===== src/rtl/pzcorebus_csrbus_responder_id_tracker.sv =====
// pzcorebus_csrbus_responder_id_tracker
//   Purpose : tracks outstanding csrbus commands in a ring of ENTRIES slots, issues them
//             to an in-order backend and returns ID-tagged responses in command order.
//   Latency : command -> backend request is combinational; ack in cycle N -> o_sresp_valid
//             in cycle N+1 when the acked slot is at the read pointer.
//   Backpressure : o_scmd_accept drops when the alloc slot is not FREE or i_req_ready is low;
//             a held response (i_mresp_accept=0) stalls slot release and eventually allocation.
// Ports:
//   i_clk / i_rst_n               clock, asynchronous active-low reset
//   i_mcmd_valid/o_scmd_accept    command handshake; i_mcmd 00 rd, 01 np wr, 10 posted wr, 11 rd
//   i_mid/i_maddr/i_mdata         command id, address, write data
//   o_sresp_valid/i_mresp_accept  response handshake with o_sid/o_serror/o_sdata
//   o_req_*/i_req_ready           backend request (combinational pass-through)
//   i_ack_*                       backend completion, one per request, in order, no backpressure
//   o_error_count                 present only when PZCOREBUS_CSRBUS_RESPONDER_ERROR_COUNTER_EN
//                                 is defined: saturating count of accepted error acks
`timescale 1ns/1ps
module pzcorebus_csrbus_responder_id_tracker #(
  parameter int ID_WIDTH      = 8,
  parameter int ADDRESS_WIDTH = 16,
  parameter int DATA_WIDTH    = 32,
  parameter int ENTRIES       = 4
) (
  input  logic                     i_clk,
  input  logic                     i_rst_n,
  input  logic                     i_mcmd_valid,
  output logic                     o_scmd_accept,
  input  logic [1:0]               i_mcmd,
  input  logic [ID_WIDTH-1:0]      i_mid,
  input  logic [ADDRESS_WIDTH-1:0] i_maddr,
  input  logic [DATA_WIDTH-1:0]    i_mdata,
  output logic                     o_sresp_valid,
  input  logic                     i_mresp_accept,
  output logic [ID_WIDTH-1:0]      o_sid,
  output logic                     o_serror,
  output logic [DATA_WIDTH-1:0]    o_sdata,
  output logic                     o_req_valid,
  input  logic                     i_req_ready,
  output logic                     o_req_write,
  output logic [ADDRESS_WIDTH-1:0] o_req_addr,
  output logic [DATA_WIDTH-1:0]    o_req_wdata,
  input  logic                     i_ack_valid,
  input  logic                     i_ack_error,
  input  logic [DATA_WIDTH-1:0]    i_ack_rdata
`ifdef PZCOREBUS_CSRBUS_RESPONDER_ERROR_COUNTER_EN
  ,
  output logic [15:0]              o_error_count
`endif
);

  localparam int PW = (ENTRIES > 1) ? $clog2(ENTRIES) : 1;

  typedef enum logic [1:0] {
    SLOT_FREE    = 2'd0,
    SLOT_PENDING = 2'd1,
    SLOT_FILLED  = 2'd2
  } slot_state_t;

  slot_state_t             slot_state  [ENTRIES];
  logic                    slot_posted [ENTRIES];
  logic                    slot_write  [ENTRIES];
  logic [ID_WIDTH-1:0]     slot_id     [ENTRIES];
  logic                    slot_serror [ENTRIES];
  logic [DATA_WIDTH-1:0]   slot_sdata  [ENTRIES];

  logic [PW-1:0] alloc_ptr;
  logic [PW-1:0] fill_ptr;
  logic [PW-1:0] read_ptr;

  logic alloc_free;
  logic cmd_hs;
  logic cmd_write;
  logic ack_take;
  logic head_filled;
  logic rsp_release;

  function automatic logic [PW-1:0] ptr_next(input logic [PW-1:0] p);
    if (p == PW'(ENTRIES - 1)) begin
      return '0;
    end
    return p + PW'(1);
  endfunction

  // Accept depends only on registered slot state, so a slot released this
  // cycle becomes allocatable on the next one. Gating with i_rst_n keeps the
  // handshake outputs low for the whole reset window.
  assign alloc_free    = (slot_state[alloc_ptr] == SLOT_FREE);
  assign o_scmd_accept = i_rst_n && i_req_ready && alloc_free;
  assign o_req_valid   = i_rst_n && i_mcmd_valid && alloc_free;
  assign cmd_write     = (i_mcmd == 2'b01) || (i_mcmd == 2'b10);
  assign o_req_write   = cmd_write;
  assign o_req_addr    = i_maddr;
  assign o_req_wdata   = i_mdata;
  assign cmd_hs        = i_mcmd_valid && o_scmd_accept;

  // Acks arriving with nothing outstanding are dropped.
  assign ack_take = i_ack_valid && (slot_state[fill_ptr] == SLOT_PENDING);

  // Posted entries retire silently as soon as they are filled at the head.
  assign head_filled   = (slot_state[read_ptr] == SLOT_FILLED);
  assign o_sresp_valid = head_filled && !slot_posted[read_ptr];
  assign rsp_release   = head_filled && (slot_posted[read_ptr] || i_mresp_accept);
  assign o_sid         = slot_id[read_ptr];
  assign o_serror      = slot_serror[read_ptr];
  assign o_sdata       = slot_sdata[read_ptr];

  // alloc, fill and release each require a different slot state, so even
  // when pointers coincide the three updates never touch the same slot.
  always_ff @(posedge i_clk or negedge i_rst_n) begin
    if (!i_rst_n) begin
      for (int i = 0; i < ENTRIES; i++) begin
        slot_state[i]  <= SLOT_FREE;
        slot_posted[i] <= 1'b0;
        slot_write[i]  <= 1'b0;
        slot_id[i]     <= '0;
        slot_serror[i] <= 1'b0;
        slot_sdata[i]  <= '0;
      end
      alloc_ptr <= '0;
      fill_ptr  <= '0;
      read_ptr  <= '0;
    end else begin
      if (cmd_hs) begin
        slot_state[alloc_ptr]  <= SLOT_PENDING;
        slot_posted[alloc_ptr] <= (i_mcmd == 2'b10);
        slot_write[alloc_ptr]  <= cmd_write;
        slot_id[alloc_ptr]     <= i_mid;
        alloc_ptr              <= ptr_next(alloc_ptr);
      end
      if (ack_take) begin
        slot_state[fill_ptr]  <= SLOT_FILLED;
        slot_serror[fill_ptr] <= i_ack_error;
        slot_sdata[fill_ptr]  <= slot_write[fill_ptr] ? '0 : i_ack_rdata;
        fill_ptr              <= ptr_next(fill_ptr);
      end
      if (rsp_release) begin
        slot_state[read_ptr] <= SLOT_FREE;
        read_ptr             <= ptr_next(read_ptr);
      end
    end
  end

`ifdef PZCOREBUS_CSRBUS_RESPONDER_ERROR_COUNTER_EN
  always_ff @(posedge i_clk or negedge i_rst_n) begin
    if (!i_rst_n) begin
      o_error_count <= '0;
    end else if (ack_take && i_ack_error && (o_error_count != 16'hFFFF)) begin
      o_error_count <= o_error_count + 16'd1;
    end
  end
`endif

endmodule


===== config.mk =====
export PLATFORM = sky130hd
export DESIGN_NAME = pzcorebus_csrbus_responder_id_tracker
export DESIGN_NICKNAME = d
export VERILOG_FILES = /design/src/rtl/pzcorebus_csrbus_responder_id_tracker.sv
export SDC_FILE = /design/constraint.sdc
export NUM_CORES = 1
export LEC_CHECK = 0
export CAP_MARGIN = 0
export CORE_UTILIZATION = 45
export DETAILED_ROUTE_END_ITERATION = 6
export DONT_BUFFER_PORTS = 1
export MAX_ROUTING_LAYER = met4
export PLACE_DENSITY_LB_ADDON = 0.25
export RECOVER_POWER = 100
export SYNTH_ARGS = -nofsm -noshare
export SYNTH_HDL_FRONTEND = slang
export SYNTH_SLANG_ARGS = --single-unit

===== constraint.sdc =====
create_clock -name i_clk -period 2.25 [get_ports i_clk]
set_input_delay 0.3375 -clock i_clk [delete_from_list [all_inputs] [get_ports i_clk]]
set_output_delay 0.3375 -clock i_clk [all_outputs]
set_load 0.005 [all_outputs]

Run 1, cells coloured by class:
Drawn at 2 px/um.
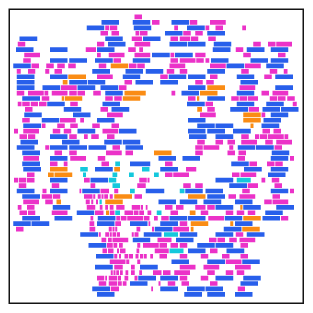
registers -> blue  # cells 186
remaining buffers and delay cells -> cyan  # cells 17
clock drivers and dummy loads -> orange  # cells 31
remaining logic cells -> magenta  # cells 347
row cnt: 52
design area: 0.00959 mm^2
Core ar.: 0.0203 mm^2
fin util: 47.3%

Run 1, wires at chosen ports, followed through buffers:
Drawn at 3 px/um.
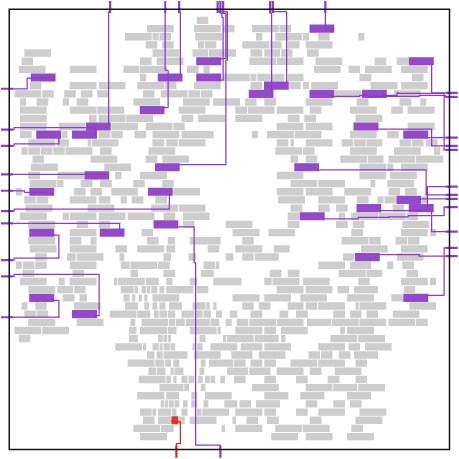
o_sdata -> purple  # bits 32, direction output, end cells 32, buffers 0, wire 1,000 um
i_req_ready -> red  # bits 1, direction input, end cells 1, buffers 0, wire 13.5 um

Run 1, clock distribution:
Drawn at 2 px/um.
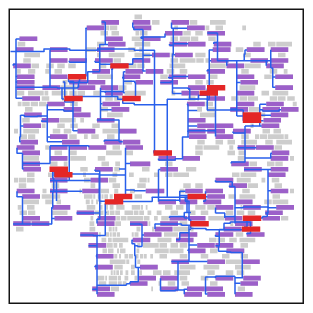
flip-flops -> purple  # count 186
clock wires -> blue  # length 2,230 um
clock-net drivers -> red  # count 17
flops lie = spread over the die

==> flow_summary.yaml, run 1 <==
# implementation run metrics
status:
  outcome: "complete, but fails checks"
  failed_checks: "negative hold slack"
yosys:
  ys.flops: 186
  ys_async_sr_fraction_pct: 100
  edf_count: 0
  syn_area_mm2: 0.00937
  ys_cells: 613
  ys_seq_share_pct: 49.7
  ys_chip_area_mm2: 0.00937
  avgSynthCellArea_um2: 15.3
die:
  core_util_floorplan_pct: 46.1
  die_h_um: 146
  chipWidth_um: 146
  io_pins: 190
finish:
  lay_top_cells: "dfrtp_1, mux2_2, mux2_1"
  drive_gt1_share_pct: 35.6
  mi_logic_area_mm2: 0.00383
  syn2layout_area_growth_pct: 2.43
  fillers: 1810
power:
  internal-power_uw: 9030
  power_switching_uw: 4440
  p_per_area_mw_per_mm2: 1400
  seq_power_share_pct: 42.8
  p_leak_uw: 0.00424
  clkPwrFrac_pct: 20.6
placement:
  dpl_worst_slack_ps: 62.1
  io_buffers: 0
  place_congestion: 0.818
  post_dp_cell_area_mm2: 0.00935
detailed_routing:
  firstDrtPassIters: 6
  drc_errors: 0
  final_antenna_net_count: 0
  vias: 4788
  post_drt_wl_per_cell_um: 22.3
  drt-total-wl_mm: 19.0
global_routing:
  grt_pass1_wl_mm: 31.0
  overflow: 0
  grt_pass1_vias: 5498
clock_tree:
  clock_latency_ps: 430
  numCtsBuffers: 17
  cts_max_level: 4
  cts_tree: "built"
timing:
  rsz0062_at_grt: "no"
  hold_viol: 186
  worst_pin_slew_ps: 478
  fin_hold_ws_ps: -394
  max-slew-margin-rel_pct: 68.1
  setup_viol: 0
setup_path:
  path_max_fanout: 13
  cp.arrival_ps: 1800
flow_run:
  max-cap-violations: 0
run 1: cell usage after synthesis (all sizes together) (2+ instances only):
| cell type | number | area, um^2 |
|---|---|---|
| clkbuf | 7 | 26.3 |
| and2 | 2 | 12.5 |
| or2 | 4 | 25.0 |
| o21ai | 12 | 60.1 |
| mux2 | 172 | 2220 |
| nand2b | 8 | 50.1 |
| a22oi | 4 | 30.0 |
| ha | 13 | 163 |
| buf | 73 | 554 |
| nor2 | 15 | 111 |
| nor2b | 32 | 200 |
| and3 | 5 | 31.3 |
| inv | 13 | 48.8 |
| dfrtp | 186 | 4650 |
| a221oi | 4 | 35.0 |
| nand3 | 9 | 45.0 |
| mux4 | 46 | 1040 |
run 1: cell families after synthesis:
family                     Yosys count  synth area share (%)
AOI/OAI and AO/OA                   25                  1.74
adders and majority gates           13                  1.74
buffers and inverters               93                  6.72
DFF                                186                  49.7
muxes                              218                  34.8
and+or+nand+nor                     78                  5.33
run 1: registers in the layout, summed over array words and instances (netlist names):
name,flops
read_ptr,2
slot_serror,4
slot_write,4
fill_ptr,2
alloc_ptr,2
slot_id,32
slot_sdata,128
slot_posted,4
slot_state,8
run 1: through the flow:
step / util, % / hold WS, ps
global placement: 46.0 / 49.8
CTS: 48.7 / -409
finish: 47.3 / -394
floorplan: - / 41.9
detailed placement: 46.0 / 50.6
global route: 47.3 / -422
run 1: area by class of cell:
type                            count  area share [%]
Sequential cell                   186            48.6
Multi-Input combinational cell    334            40.0
Clock buffer                       20            4.55
Tap cell                          270            3.52
Timing Repair Buffer               17            1.81
Clock inverter                     11            1.03
Inverter                           13           0.509
Antenna cell                        2          0.0522
run 1: layer usage:
layer  global-route usage, %  share of wire (%)  routed length, um
met4                    5.52                1.7                331
met1                    24.0                 42               8030
met5                       -                  0                  0
met3                    5.78                5.4               1030
met2                    31.5                 51               9660
run 1: worst max-delay path, stage by stage (launching register included):
cell and delay, ps:
dfrtp_4 460, buf_4 310, mux4_2 600
run 1: power groups by stage:
| stage | logic, uW | clock network, uW | registers (uW) |
|---|---|---|---|
| floorplan | 4650 | 0 | 5450 |
| global placement | 5360 | 0 | 5680 |
| detailed placement | 5540 | 0 | 5840 |
| CTS | 5570 | 2870 | 5790 |
| global route | 5370 | 3030 | 5960 |
| finish | 4930 | 2770 | 5760 |
run 1: path summary, 6_finish.rpt:
check                                      startpoint                     endpoint  slack, ps
max in group asynchronous                     i_rst_n  slot_sdata[122]$_DFFE_PN0P_       2370
min in group i_clk                           i_mid[3]      slot_id[11]$_DFFE_PN0P_         50
setup / recovery              read_ptr[0]$_DFFE_PN0P_                  o_sdata[12]        110
setup reg to reg              slot_state[0]$_DFF_PN0_      slot_id[22]$_DFFE_PN0P_        120
hold / removal                                i_rst_n      slot_id[13]$_DFFE_PN0P_       -390
hold reg to reg            slot_sdata[55]$_DFFE_PN0P_   slot_sdata[55]$_DFFE_PN0P_        480
run 1: repair_timing:
action                                  4_1_cts  5_1_grt
pin swaps                                     0        2
resized                                       1        2
hold endpoints to repair                    186      186
endpoints found under the setup margin        2       18
gates cloned                                  0        0
buffers inserted                              0        2
==> run 1 -> run 2 <==
--- a/config.mk
+++ b/config.mk
@@ -6,7 +6,7 @@
 export NUM_CORES = 1
 export LEC_CHECK = 0
 export CAP_MARGIN = 0
-export CORE_UTILIZATION = 45
+export CORE_UTILIZATION = 64
 export DETAILED_ROUTE_END_ITERATION = 6
 export DONT_BUFFER_PORTS = 1
 export MAX_ROUTING_LAYER = met4
==> flow_summary.yaml, run 2 <==
# yosys + openroad results
yosys:
  xor_area_share_pct: 0
  yosysMostFrequentCell: "dfrtp_1"
  synthCells: 613
  compound_area_share_pct: 1.74
  ys_cells: 613
  top_cells_by_count: "dfrtp_1, mux2_2, mux2_4"
  edf_count: 0
  topCombFamilyByArea: "multiplexers"
  top_area_cell: "dfrtp_1"
  fa_ha_area_share_pct: 1.74
  avgSynthCellArea_um2: 15.3
  ys_chip_area_mm2: 0.00937
  top_cells_by_area: "dfrtp_1, mux2_4, mux2_2, mux4_2, buf_4"
  ys_sh_simple_pct: 5.33
  syn_area_mm2: 0.00937
  yosysTopAreaCellShare_pct: 49.7
  ys.flops: 186
  yosys_warnings: 0
  ys_sh_mux_pct: 34.8
  ys.flop_type: "dfrtp_1"
  ys_async_sr_fraction_pct: 100
  ys_seq_share_pct: 49.7
placement:
  dpl.hpwl_mm: 12.1
  post_dp_cell_area_mm2: 0.00923
  dpl_worst_slack_ps: 113
  place_congestion: 0.855
  io_buffers: 0
global_routing:
  grt_usage_pct: 27.6
  grt_pass1_vias: 5420
  overflow: 0
  grt_pass1_wl_mm: 29.6
status:
  outcome: "aborted with a tool error"
  error_message: "[ERROR DRT-0255] Maze Route cannot find path of net i_maddr[3] in worker of routeBox ( 96600 96600 ) ( 122975 122975 )."
  stop_stage: "detailed routing"
die:
  num_rows: 43
  chipWidth_um: 123
  io_pins: 190
  core_util_floorplan_pct: 66.4
  die_h_um: 123
clock_tree:
  numCtsBuffers: 17
  cts_max_level: 4
timing:
  worst_endpoint_kind: "primary output"
## run 2: cell counts after synthesis
Identical to the previous run, type by type.
## run 2: routing by layer
| layer | global-route usage (%) |
|---|---|
| met5 | - |
| met4 | 15.5 |
| met3 | 5.81 |
| met2 | 41.9 |
| met1 | 34.8 |
## run 2: metrics by stage
| stage | instances | util [%] |
|---|---|---|
| 2_1_floorplan | 613 | - |
| 3_3_place_gp | 733 | 65.5 |
| 3_5_place_dp | 733 | 65.5 |
| 4_1_cts | 766 | 69.9 |
| 5_1_grt | 767 | 67.9 |
## run 2: repair_timing
item,CTS,global route
buffers inserted,1,0
endpoints found under the hold margin,186,186
resized,1,2
pin swaps,0,0
setup endpoints to repair,17,20
## run 2: logic make-up after synthesis
kind of cell               after synthesis
AOI/OAI and AO/OA                       25
adders and majority gates               13
buffers and inverters                   93
DFF                                    186
muxes                                  218
and+or+nand+nor                         78
==> run 2 -> run 3 <==
--- a/config.mk
+++ b/config.mk
@@ -6,11 +6,10 @@
 export NUM_CORES = 1
 export LEC_CHECK = 0
 export CAP_MARGIN = 0
-export CORE_UTILIZATION = 64
+export CORE_UTILIZATION = 40
 export DETAILED_ROUTE_END_ITERATION = 6
 export DONT_BUFFER_PORTS = 1
-export MAX_ROUTING_LAYER = met4
-export PLACE_DENSITY_LB_ADDON = 0.25
+export PLACE_DENSITY_LB_ADDON = 0.15
 export RECOVER_POWER = 100
 export SYNTH_ARGS = -nofsm -noshare
 export SYNTH_HDL_FRONTEND = slang
Run 3, clock distribution:
Drawn at 2 px/um.
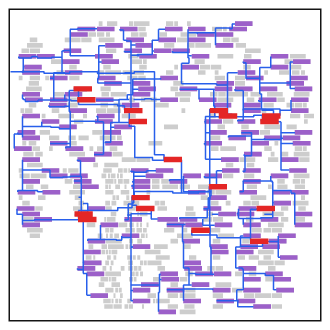
clock wires -> blue  # length 2,280 um
clock-net drivers -> red  # count 17
flip-flops -> purple  # count 186
flops lie = spread over the die

==> flow_summary.yaml, run 3 <==
# implementation run metrics
clock_tree:
  clockBufferDepth: 2
  cts_max_level: 4
  numCtsBuffers: 17
global_routing:
  grt_util_met2_pct: 29.8
  grt_util_met1_pct: 21.4
  overflow: 0
  grt_pass1_vias: 5492
  met3_usage_pct: 4.62
  grt_pass1_wl_mm: 31.8
  top_usage_layer: "met2"
  grt_usage_pct: 17.5
placement:
  post_dp_cell_area_mm2: 0.00945
  dpl_worst_slack_ps: 51.2
  dpl.hpwl_mm: 12.8
  place_congestion: 0.783
yosys:
  edf_count: 0
  ys_chip_area_mm2: 0.00937
  top_area_cell: "dfrtp_1"
  yosys_warnings: 0
  ys_cells: 613
  syn_area_mm2: 0.00937
  top_cells_by_count: "dfrtp_1, mux2_2, mux2_4"
  synthCells: 613
  avgSynthCellArea_um2: 15.3
  yosys.cell_types.count: 33
  ys.flops: 186
  ys_seq_share_pct: 49.7
  yosysMostFrequentCell: "dfrtp_1"
  yosysTopAreaCellShare_pct: 49.7
  top_cells_by_area: "dfrtp_1, mux2_4, mux2_2, mux4_2, buf_4"
  ys.flop_type: "dfrtp_1"
  ys_async_sr_fraction_pct: 100
die:
  die_h_um: 155
  num_rows: 55
  core_util_floorplan_pct: 41.1
  chipWidth_um: 155
power:
  peakVddDrop_mv: 0.497
setup_path:
  r2r_end: "slot_id[20]$_DFFE_PN0P_"
  path_max_fanout: 20
  path_class: "register to output pin"
  cp.arrival_ps: 1830
status:
  outcome: "complete, but fails checks"
  failed_checks: "negative hold slack"
detailed_routing:
  drt-total-wl_mm: 19.7
timing:
  fin_hold_ws_ps: -392
  worst_slack_ps: 82.0
  hold_viol: 186
flow_run:
  warning_count: 40
finish:
  final_common_cell: "dfrtp_1"
Run 3, wires at chosen ports, followed through buffers:
Drawn at 3 px/um.
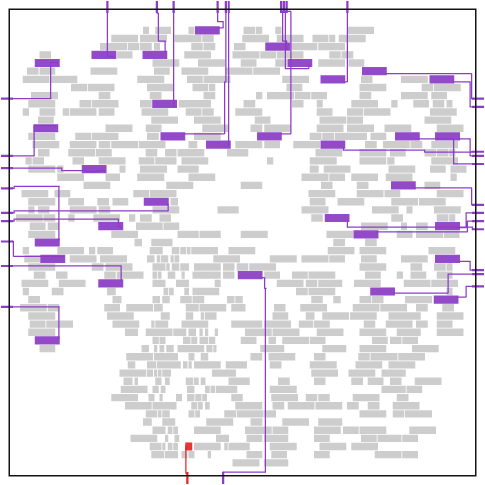
i_req_ready -> red  # bits 1, direction input, end cells 1, buffers 0, wire 9.80 um
o_sdata -> purple  # bits 32, direction output, end cells 32, buffers 0, wire 986 um
Buffers on Ports: 0
I/O pin cnt: 190

run 3: cell counts after synthesis:
No cell type changed its count.
run 3: what timing repair did:
item,4_1_cts,5_1_grt
buffers inserted,0,5
pin swaps,0,2
resized,2,3
endpoints found under the setup margin,17,29
hold endpoints to repair,186,186
run 3: worst max path at each step:
stage / start / end / slack [ps] / depth (start not counted)
floorplan: slot_state[7]$_DFF_PN0_ / slot_id[10]$_DFFE_PN0P_ / 290 / 5
finish: read_ptr[1]$_DFFE_PN0P_ / o_sdata[31] / 80 / 2
global route: alloc_ptr[1]$_DFFE_PN0N_ / o_req_valid / -1 / 4
global placement: slot_state[7]$_DFF_PN0_ / slot_id[6]$_DFFE_PN0P_ / 110 / 4
detailed placement: slot_state[7]$_DFF_PN0_ / slot_posted[0]$_DFFE_PN0P_ / 50 / 4
CTS: alloc_ptr[1]$_DFFE_PN0N_ / o_req_valid / 20 / 4
run 3: logic make-up after synthesis:
logic type	share of synthesized area, %
DFF	49.7
adders and majority gates	1.74
and+or+nand+nor	5.33
buffers and inverters	6.72
muxes	34.8
AOI/OAI and AO/OA	1.74
run 3: stage by stage:
step	instances	util, %	setup TNS (ps)
final	904	44.5	0
after global routing	903	44.5	-1.18
after CTS	897	44.2	0
after detailed placement	867	41.5	0
after global placement	867	41.5	0
after floorplan	613	-	0
run 3: layout make-up:
type | instances | area (um^2)
fill | 2019 | 12600
sequential | 186 | 4660
multi-input combinational | 334 | 4090
clock buffer | 19 | 453
tap | 313 | 392
timing repair buffer | 26 | 327
clock inverter | 11 | 160
inverter | 13 | 48.8
antenna | 2 | 5.00
run 3: metal layers:
metal  vias up  routed length, um
met2       104               9940
met5         -                  0
met3        52               1100
li1       2086                  -
met4         0                398
met1      2571               8300
run 3: worst max-delay path, cell delays in order (launching register included):
cell and delay (ps):
dfrtp_2 570, buf_4 410, mux4_2 430
run 3: report_power, final:
part / leakage, uW / total (uW) / internal [uW] / switching [uW]
Combinational: 0.00182 / 5600 / 3250 / 2350
Sequential: 0.00235 / 5800 / 4860 / 938
Clock: 0.000294 / 3130 / 1820 / 1310
Total: 0.00446 / 14500 / 9930 / 4590
Power is estimated from default activity; no workload was simulated.
